===== config.mk =====
export PLATFORM = sky130hd
export DESIGN_NAME = mips_multicycle_control
export DESIGN_NICKNAME = d
export VERILOG_FILES = /design/src/rtl/mips_ctrl_pkg.sv /design/src/rtl/mips_alu_decoder.sv /design/src/rtl/mips_multicycle_control.sv
export SDC_FILE = /design/constraint.sdc
export NUM_CORES = 1
export LEC_CHECK = 0
export ABC_CLOCK_PERIOD_IN_PS = 1800
export CAP_MARGIN = 20
export CORE_UTILIZATION = 30
export DETAILED_ROUTE_END_ITERATION = 12
export MAX_ROUTING_LAYER = met4
export PLACE_DENSITY = 0.72
export SLEW_MARGIN = 20
export SYNTH_ARGS = -nofsm -noshare
export SYNTH_HDL_FRONTEND = slang
export SYNTH_SLANG_ARGS = --single-unit

===== constraint.sdc =====
create_clock -name clk -period 1.8 [get_ports clk]
set_input_delay 0.27 -clock clk [delete_from_list [all_inputs] [get_ports clk]]
set_output_delay 0.27 -clock clk [all_outputs]
set_load 0.02 [all_outputs]

===== src/rtl/mips_ctrl_pkg.sv =====
// Shared definitions for the multicycle MIPS control slice.
// Contents: state encodings, opcode/funct constants, ALU control codes,
// ALUSrcB/PCSource select codes, the packed control-word struct produced
// by the output decoder, and an opcode-support helper used in DECODE.
package mips_ctrl_pkg;

  // Number of bits that carry a meaningful state code; STATE_W may be wider.
  localparam int STATE_CODE_W = 4;

  typedef enum logic [STATE_CODE_W-1:0] {
    S_FETCH  = 4'd0,
    S_DECODE = 4'd1,
    S_MEMADR = 4'd2,
    S_MEMRD  = 4'd3,
    S_MEMWB  = 4'd4,
    S_MEMWR  = 4'd5,
    S_RTEX   = 4'd6,
    S_RTWB   = 4'd7,
    S_BEQEX  = 4'd8,
    S_ADDIEX = 4'd9,
    S_ADDIWB = 4'd10,
    S_JEX    = 4'd11
  } ctrl_state_e;

  // Opcodes (instruction[31:26])
  localparam logic [5:0] OP_RTYPE = 6'b000000;
  localparam logic [5:0] OP_LW    = 6'b100011;
  localparam logic [5:0] OP_SW    = 6'b101011;
  localparam logic [5:0] OP_BEQ   = 6'b000100;
  localparam logic [5:0] OP_ADDI  = 6'b001000;
  localparam logic [5:0] OP_J     = 6'b000010;

  // R-type function codes (instruction[5:0])
  localparam logic [5:0] FN_ADD = 6'b100000;
  localparam logic [5:0] FN_SUB = 6'b100010;
  localparam logic [5:0] FN_AND = 6'b100100;
  localparam logic [5:0] FN_OR  = 6'b100101;
  localparam logic [5:0] FN_SLT = 6'b101010;

  // ALUControl codes
  localparam logic [2:0] ALU_ADD = 3'b010;
  localparam logic [2:0] ALU_SUB = 3'b110;
  localparam logic [2:0] ALU_AND = 3'b000;
  localparam logic [2:0] ALU_OR  = 3'b001;
  localparam logic [2:0] ALU_SLT = 3'b111;

  // ALUSrcB selects
  localparam logic [1:0] SRCB_B      = 2'b00;
  localparam logic [1:0] SRCB_FOUR   = 2'b01;
  localparam logic [1:0] SRCB_IMM    = 2'b10;
  localparam logic [1:0] SRCB_IMM_SH = 2'b11;

  // PCSource selects
  localparam logic [1:0] PCSRC_ALU    = 2'b00;
  localparam logic [1:0] PCSRC_ALUOUT = 2'b01;
  localparam logic [1:0] PCSRC_JUMP   = 2'b10;

  // One full set of datapath controls for a single cycle.
  typedef struct packed {
    logic       pc_write;
    logic       pc_write_cond;
    logic       i_or_d;
    logic       ir_write;
    logic       reg_dst;
    logic       mem_to_reg;
    logic       mem_write;
    logic       mem_read;
    logic       alu_src_a;
    logic       reg_write;
    logic       retire;
    logic [1:0] alu_src_b;
    logic [1:0] pc_source;
    logic [2:0] alu_control;
  } ctrl_word_t;

  // True for every opcode this control unit knows how to sequence.
  function automatic logic op_supported(input logic [5:0] opcode);
    case (opcode)
      OP_RTYPE, OP_LW, OP_SW, OP_BEQ, OP_ADDI, OP_J: op_supported = 1'b1;
      default:                                       op_supported = 1'b0;
    endcase
  endfunction

endpackage


===== src/rtl/mips_alu_decoder.sv =====
// Combinational R-type Funct decoder.
// Ports:
//   funct       in  6  instruction[5:0]
//   alu_control out 3  ALU operation for the supported functs (add otherwise)
//   funct_valid out 1  funct is one of add/sub/and/or/slt
module mips_alu_decoder
  import mips_ctrl_pkg::*;
(
  input  logic [5:0] funct,
  output logic [2:0] alu_control,
  output logic       funct_valid
);

  always_comb begin
    alu_control = ALU_ADD;
    funct_valid = 1'b1;
    case (funct)
      FN_ADD:  alu_control = ALU_ADD;
      FN_SUB:  alu_control = ALU_SUB;
      FN_AND:  alu_control = ALU_AND;
      FN_OR:   alu_control = ALU_OR;
      FN_SLT:  alu_control = ALU_SLT;
      default: funct_valid = 1'b0;
    endcase
  end

endmodule


===== src/rtl/mips_multicycle_control.sv =====
// Main control FSM of the multicycle MIPS core with a memory-ready handshake.
// Ports:
//   clk, reset (async, active-low)
//   Opcode, Funct        instruction fields from the datapath IR
//   MemReady             memory completes the current read/write this cycle
//   PCWrite .. Illegal   datapath strobes and selects (Moore, plus MemReady
//                        gating in FETCH and MEMWR)
//   State                current state register, for debug
// Handshake: a memory access is presented (MemRead or MemWrite high, with
// IorD/address stable) every cycle until a cycle in which MemReady=1; that
// cycle completes the access and the FSM advances on the following edge.
module mips_multicycle_control
  import mips_ctrl_pkg::*;
#(
  parameter int STATE_W = 4
) (
  input  logic               clk,
  input  logic               reset,
  input  logic [5:0]         Opcode,
  input  logic [5:0]         Funct,
  input  logic               MemReady,
  output logic               PCWrite,
  output logic               PCWriteCond,
  output logic               IorD,
  output logic               IRWrite,
  output logic               RegDst,
  output logic               MemToReg,
  output logic               MemWrite,
  output logic               ALUSrcA,
  output logic               RegWrite,
  output logic [1:0]         ALUSrcB,
  output logic [1:0]         PCSource,
  output logic [2:0]         ALUControl,
  output logic               MemRead,
  output logic               Retire,
  output logic               Illegal,
  output logic [STATE_W-1:0] State
);

  logic [STATE_W-1:0]      state_q, state_d;
  // Remembers sw vs lw from DECODE so MEMADR needs no second IR sample.
  logic                    is_store_q, is_store_d;
  logic [STATE_CODE_W-1:0] cur_code;
  logic                    state_in_range;
  ctrl_state_e             next_code;
  logic [2:0]              fn_alu_control;
  logic                    fn_valid;
  logic                    decode_illegal;
  ctrl_word_t              cw;

  mips_alu_decoder u_alu_dec (
    .funct       (Funct),
    .alu_control (fn_alu_control),
    .funct_valid (fn_valid)
  );

  // Codes above JEX (including any set upper bit when STATE_W > 4) are
  // folded onto 4'hF, which hits the default arms below.
  assign state_in_range = (state_q <= STATE_W'(S_JEX));
  assign cur_code       = state_in_range ? state_q[STATE_CODE_W-1:0] : 4'hF;

  assign decode_illegal = !op_supported(Opcode) ||
                          ((Opcode == OP_RTYPE) && !fn_valid);

  // ---------------------------------------------------------------- state reg
  always_ff @(posedge clk or negedge reset) begin
    if (!reset) begin
      state_q    <= '0;
      is_store_q <= 1'b0;
    end else begin
      state_q    <= state_d;
      is_store_q <= is_store_d;
    end
  end

  // --------------------------------------------------------------- next state
  always_comb begin
    next_code  = S_FETCH;
    is_store_d = is_store_q;
    case (cur_code)
      S_FETCH:  next_code = MemReady ? S_DECODE : S_FETCH;
      S_DECODE: begin
        is_store_d = (Opcode == OP_SW);
        if (decode_illegal) begin
          next_code = S_FETCH;
        end else begin
          case (Opcode)
            OP_LW, OP_SW: next_code = S_MEMADR;
            OP_RTYPE:     next_code = S_RTEX;
            OP_BEQ:       next_code = S_BEQEX;
            OP_ADDI:      next_code = S_ADDIEX;
            OP_J:         next_code = S_JEX;
            default:      next_code = S_FETCH;
          endcase
        end
      end
      S_MEMADR: next_code = is_store_q ? S_MEMWR : S_MEMRD;
      S_MEMRD:  next_code = MemReady ? S_MEMWB : S_MEMRD;
      S_MEMWB:  next_code = S_FETCH;
      S_MEMWR:  next_code = MemReady ? S_FETCH : S_MEMWR;
      S_RTEX:   next_code = S_RTWB;
      S_RTWB:   next_code = S_FETCH;
      S_BEQEX:  next_code = S_FETCH;
      S_ADDIEX: next_code = S_ADDIWB;
      S_ADDIWB: next_code = S_FETCH;
      S_JEX:    next_code = S_FETCH;
      default:  next_code = S_FETCH;
    endcase
    state_d = STATE_W'(next_code);
  end

  // ------------------------------------------------------------------ outputs
  always_comb begin
    cw = '0;
    case (cur_code)
      S_FETCH: begin
        cw.mem_read    = 1'b1;
        cw.alu_src_b   = SRCB_FOUR;
        cw.alu_control = ALU_ADD;
        cw.pc_source   = PCSRC_ALU;
        cw.ir_write    = MemReady;
        cw.pc_write    = MemReady;
      end
      S_DECODE: begin
        cw.alu_src_b   = SRCB_IMM_SH;
        cw.alu_control = ALU_ADD;
      end
      S_MEMADR: begin
        cw.alu_src_a   = 1'b1;
        cw.alu_src_b   = SRCB_IMM;
        cw.alu_control = ALU_ADD;
      end
      S_MEMRD: begin
        cw.mem_read = 1'b1;
        cw.i_or_d   = 1'b1;
      end
      S_MEMWB: begin
        cw.mem_to_reg = 1'b1;
        cw.reg_write  = 1'b1;
        cw.retire     = 1'b1;
      end
      S_MEMWR: begin
        cw.i_or_d    = 1'b1;
        cw.mem_write = 1'b1;
        cw.retire    = MemReady;
      end
      S_RTEX: begin
        cw.alu_src_a   = 1'b1;
        cw.alu_src_b   = SRCB_B;
        cw.alu_control = fn_alu_control;
      end
      S_RTWB: begin
        cw.reg_dst   = 1'b1;
        cw.reg_write = 1'b1;
        cw.retire    = 1'b1;
      end
      S_BEQEX: begin
        cw.alu_src_a     = 1'b1;
        cw.alu_src_b     = SRCB_B;
        cw.alu_control   = ALU_SUB;
        cw.pc_source     = PCSRC_ALUOUT;
        cw.pc_write_cond = 1'b1;
        cw.retire        = 1'b1;
      end
      S_ADDIEX: begin
        cw.alu_src_a   = 1'b1;
        cw.alu_src_b   = SRCB_IMM;
        cw.alu_control = ALU_ADD;
      end
      S_ADDIWB: begin
        cw.reg_write = 1'b1;
        cw.retire    = 1'b1;
      end
      S_JEX: begin
        cw.pc_source = PCSRC_JUMP;
        cw.pc_write  = 1'b1;
        cw.retire    = 1'b1;
      end
      default: cw = '0;
    endcase
  end

  // Strobes are gated by reset directly so they fall in the same cycle the
  // reset is asserted, not at the next clock edge. Selects need no gating:
  // the async state clear already puts them at their FETCH values.
  assign PCWrite     = cw.pc_write      & reset;
  assign PCWriteCond = cw.pc_write_cond & reset;
  assign IRWrite     = cw.ir_write      & reset;
  assign MemWrite    = cw.mem_write     & reset;
  assign RegWrite    = cw.reg_write     & reset;
  assign MemRead     = cw.mem_read      & reset;
  assign Retire      = cw.retire        & reset;
  assign Illegal     = (cur_code == S_DECODE) & decode_illegal & reset;

  assign IorD       = cw.i_or_d;
  assign RegDst     = cw.reg_dst;
  assign MemToReg   = cw.mem_to_reg;
  assign ALUSrcA    = cw.alu_src_a;
  assign ALUSrcB    = cw.alu_src_b;
  assign PCSource   = cw.pc_source;
  assign ALUControl = cw.alu_control;

  assign State = state_q;

endmodule


The metal 1 layer:
Supply wires on this layer in gray. Cells faint in the background.
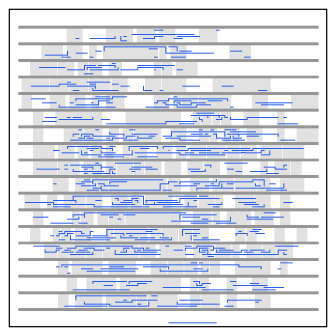
share of all routed wire: 40%
wire length on this layer: 1180 um
nets with wire on the layer: 167
Vias: 1097
drt total wl: 2920 um
GRT met1 Usage: 28.45%

Cell sizes after repair:
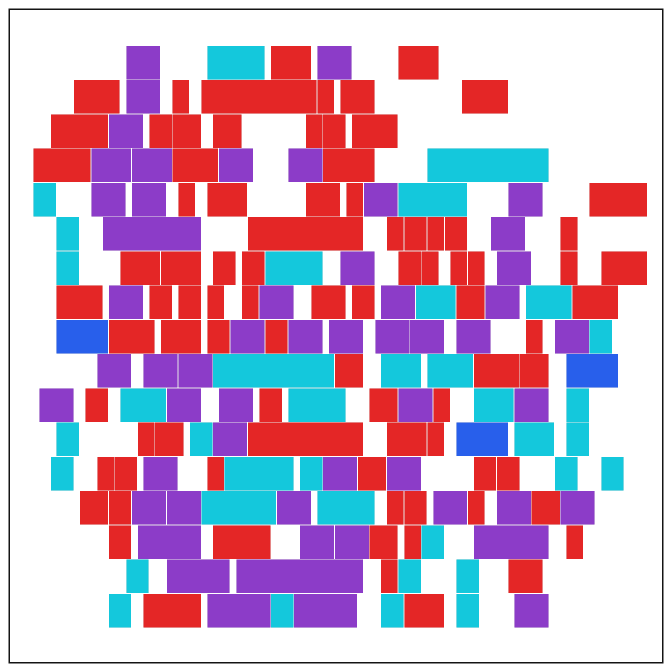
| color | size | cells | share |
|---|---|---|---|
| purple | _3 and _4 cells | 54 | 30% |
| red | _0 and _1 cells | 86 | 48% |
| blue | _6 and larger | 3 | 1.7% |
| cyan | _2 cells | 36 | 20% |
Buffers excl. clock: 78
Area growth syn-to-layout: 96.46%
PnR worst setup slack: 0.05400 ns

==> results_dict.tcl <==
# implementation run metrics
set metrics [dict create \
    htree_levels 1 \
    syn_inst 105 \
    dieWidth_um 51.78 \
    critPathMaxFanout 6 \
    grt_pass1_vias 1105 \
    drtIter0Drc 21 \
    coreArea_sq_um 2276 \
    grt_overflow 0 \
    period_needed_ns 1.746 \
    clock_latency_ns 0.25 \
    cts-root-buf "clkbuf_4" \
    drc 0 \
    drive_above_1_share_pct 51.96 \
    tool_warnings 27 \
    dr.pass1.iters 4 \
    ys_ff 5 \
    die-area_sq_um 2681 \
    grt_max_degree 11 \
    setup_viol 0 \
    numClockSinks 5 \
    ys_seq_share_pct 16.84 \
    worst_slew_pin_slew_ns 0.3624 \
    dp_hpwl_um 2192 \
    max-clock-path-buffers 2 \
    status "completed" \
    yosys_area_sq_um 743.2 \
    cts_buffers 3 \
    layout_top_cells "buf_4 (42), nor2_1 (16), clkbuf_2 (13)" \
    yosysWarnings 0 \
    hold_violations 0 \
    power.leakage_nw 0.7184 \
    finClkSkew_ns 0.003446 \
    cts_tree "done" \
    fp_util_pct 32.66 \
    grt_pass1_wl_um 4912 \
    ys_types 39 \
    slowest_delay_ns 0.44 \
    gp_routability_congestion 0.8626 \
    r2r_slack_ns 0.37 \
    edf_count 0 \
    max_slew_margin_pct 75.84 \
    syn_avg_cell_area_sq_um 7.078 \
    final_max_slew_viol_count 0 \
    diodes 0 \
    ys_cells 105 \
    worstPathRequired_ns 1.53 \
    ant_nets 0 \
    antenna_found_initial 0 \
    fin_crit_sh_pct 97.00 \
    fin_util_pct 64.16 \
    p_per_area_nw_per_um2 720.1 \
    path_buffers 3 \
    rows 17 \
    area_leaders "dfrtp_1 (17%), nor2_1 (8.1%), nor3_1 (6.1%)" \
    portBuffers 37 \
    maxCapViolCount 0 \
    cp_slowest_cell "dfrtp_2" \
    holdCritPathClass "input pin to asynchronous set/reset pin" \
    ff_type "dfrtp_1" \
    r2r_start "State[3]$_DFF_PN0_" \
    start_kind "flip-flop" \
    total_power_w 0.001051 \
    crit_type "flip-flop to output pin" \
    wl_per_cell_um 14.11 \
    arrival_ns 1.48 \
    nets 195 \
    synth_area_sq_um 743.2 \
    layout_top_cell "buf_4" \
    holdWs_ns 0.4149 \
    synth_area_leader_cell "dfrtp_1" \
    r2r_end "State[1]$_DFF_PN0_" \
    grtUsageTotal_pct 25.06 \
    worst_setup_path_end_kind "output pin" \
    ctsHoldBuffers 0 \
    async_reset_ff_share_pct 100.0 \
    fp_nets 120 \
    pre_cts_slack_ns -0.7243 \
    vias_per_cell 5.300 \
    path_clk_slew_ns 0.05 \
    fmax_mhz 572.7 \
    ir_drop_uv 573.7 \
    reg2regPathDepth 6 \
    path_cells "buf_4, buf_4, xnor2_1, nor3b_2, buf_4" \
    die_height_um 51.78 \
    yosysTopAreaCellShare_pct 16.84 \
    cp_common_cell "buf_4" \
    num_io_pins 38 \
    critPathTopFamily "buffers and inverters" \
]
==> per-stage QoR <==
stage / cells / TNS, ns / cell area (sq um)
floorplan: 105 / 0 / 753.2
global placement: 201 / -3.979 / 1410
detailed placement: 201 / -4.301 / 1410
CTS: 206 / -0.1935 / 1450
global route: 207 / -0.01626 / 1460
finish: 207 / 0 / 1460
==> per-layer routing <==
metal | up-vias | part of all wire, % | track usage, % | wire, um
met3 | 9 | 4.7 | 2.339 | 136
met4 | 0 | 2.3 | 10.36 | 66
li1 | 530 | - | - | -
met5 | - | 0 | - | 0
met1 | 521 | 40 | 28.45 | 1175
met2 | 37 | 53 | 44.81 | 1542
==> cells by family after synthesis <==
family                   count (synthesis)  share of synthesized area, %
multiplexers                             2                         2.862
adder cells (fa/ha/maj)                  1                         1.347
buffers and inverters                   10                         6.565
XOR/XNOR                                 3                         3.536
flip-flops                               5                         16.84
AND/OR/NAND/NOR                         60                         45.79
AND-OR/OR-AND                           24                         23.06
==> synth_stat cells (all sizes together), types with 2 or more instances <==
cell type / number
buf: 4
nand3: 3
xnor2: 3
nor3b: 3
nor4: 3
nor2b: 6
nand2: 6
a2111oi: 2
dfrtp: 5
nor2: 16
nor3: 10
nand3b: 2
nand2b: 6
a31oi: 2
o21ai: 5
clkbuf: 4
inv: 2
a21oi: 6
or2: 2
o22ai: 2
==> repair_timing <==
item,in CTS,in global routing
hold endpoints to repair,0,0
pin swaps,2,9
setup endpoints to repair,22,18
buffers inserted,1,1
resized,75,52
==> sequential cells by signal (all words and copies together), names as in the netlist <==
name,cells
State,4
is_store_q,1
==> how the worst max path moves through the flow <==
stage / startpoint / to / slack, ns / cells past startpoint
6_report: State[1]$_DFF_PN0_ / IorD / 0.05 / 5
5_1_grt: Funct[1] / Illegal / -0.02 / 6
4_1_cts: Opcode[0] / Illegal / -0.19 / 6
3_5_place_dp: Funct[1] / Illegal / -0.72 / 6
3_3_place_gp: Funct[1] / Illegal / -0.71 / 6
2_1_floorplan: State[0]$_DFF_PN0_ / PCWriteCond / 0.03 / 4
==> final cells by class <==
class	count	area, sq um
Sequential cell	5	127.6
Tap cell	28	35.03
Inverter	2	7.507
Timing Repair Buffer	78	588.1
Clock buffer	4	26.28
Fill cell	205	815.8
Multi-Input combinational cell	90	675.6
==> where the power goes <==
| part | total [W] | leakage, nW | internal [W] | switching, W |
|---|---|---|---|---|
| Sequential | 0.000169 | 0.0652 | 0.000132 | 0.0000369 |
| Clock | 0.000135 | 0.0150 | 0.0000841 | 0.0000509 |
| Combinational | 0.000747 | 0.638 | 0.000358 | 0.000389 |
Power is estimated from default activity; no workload was simulated.
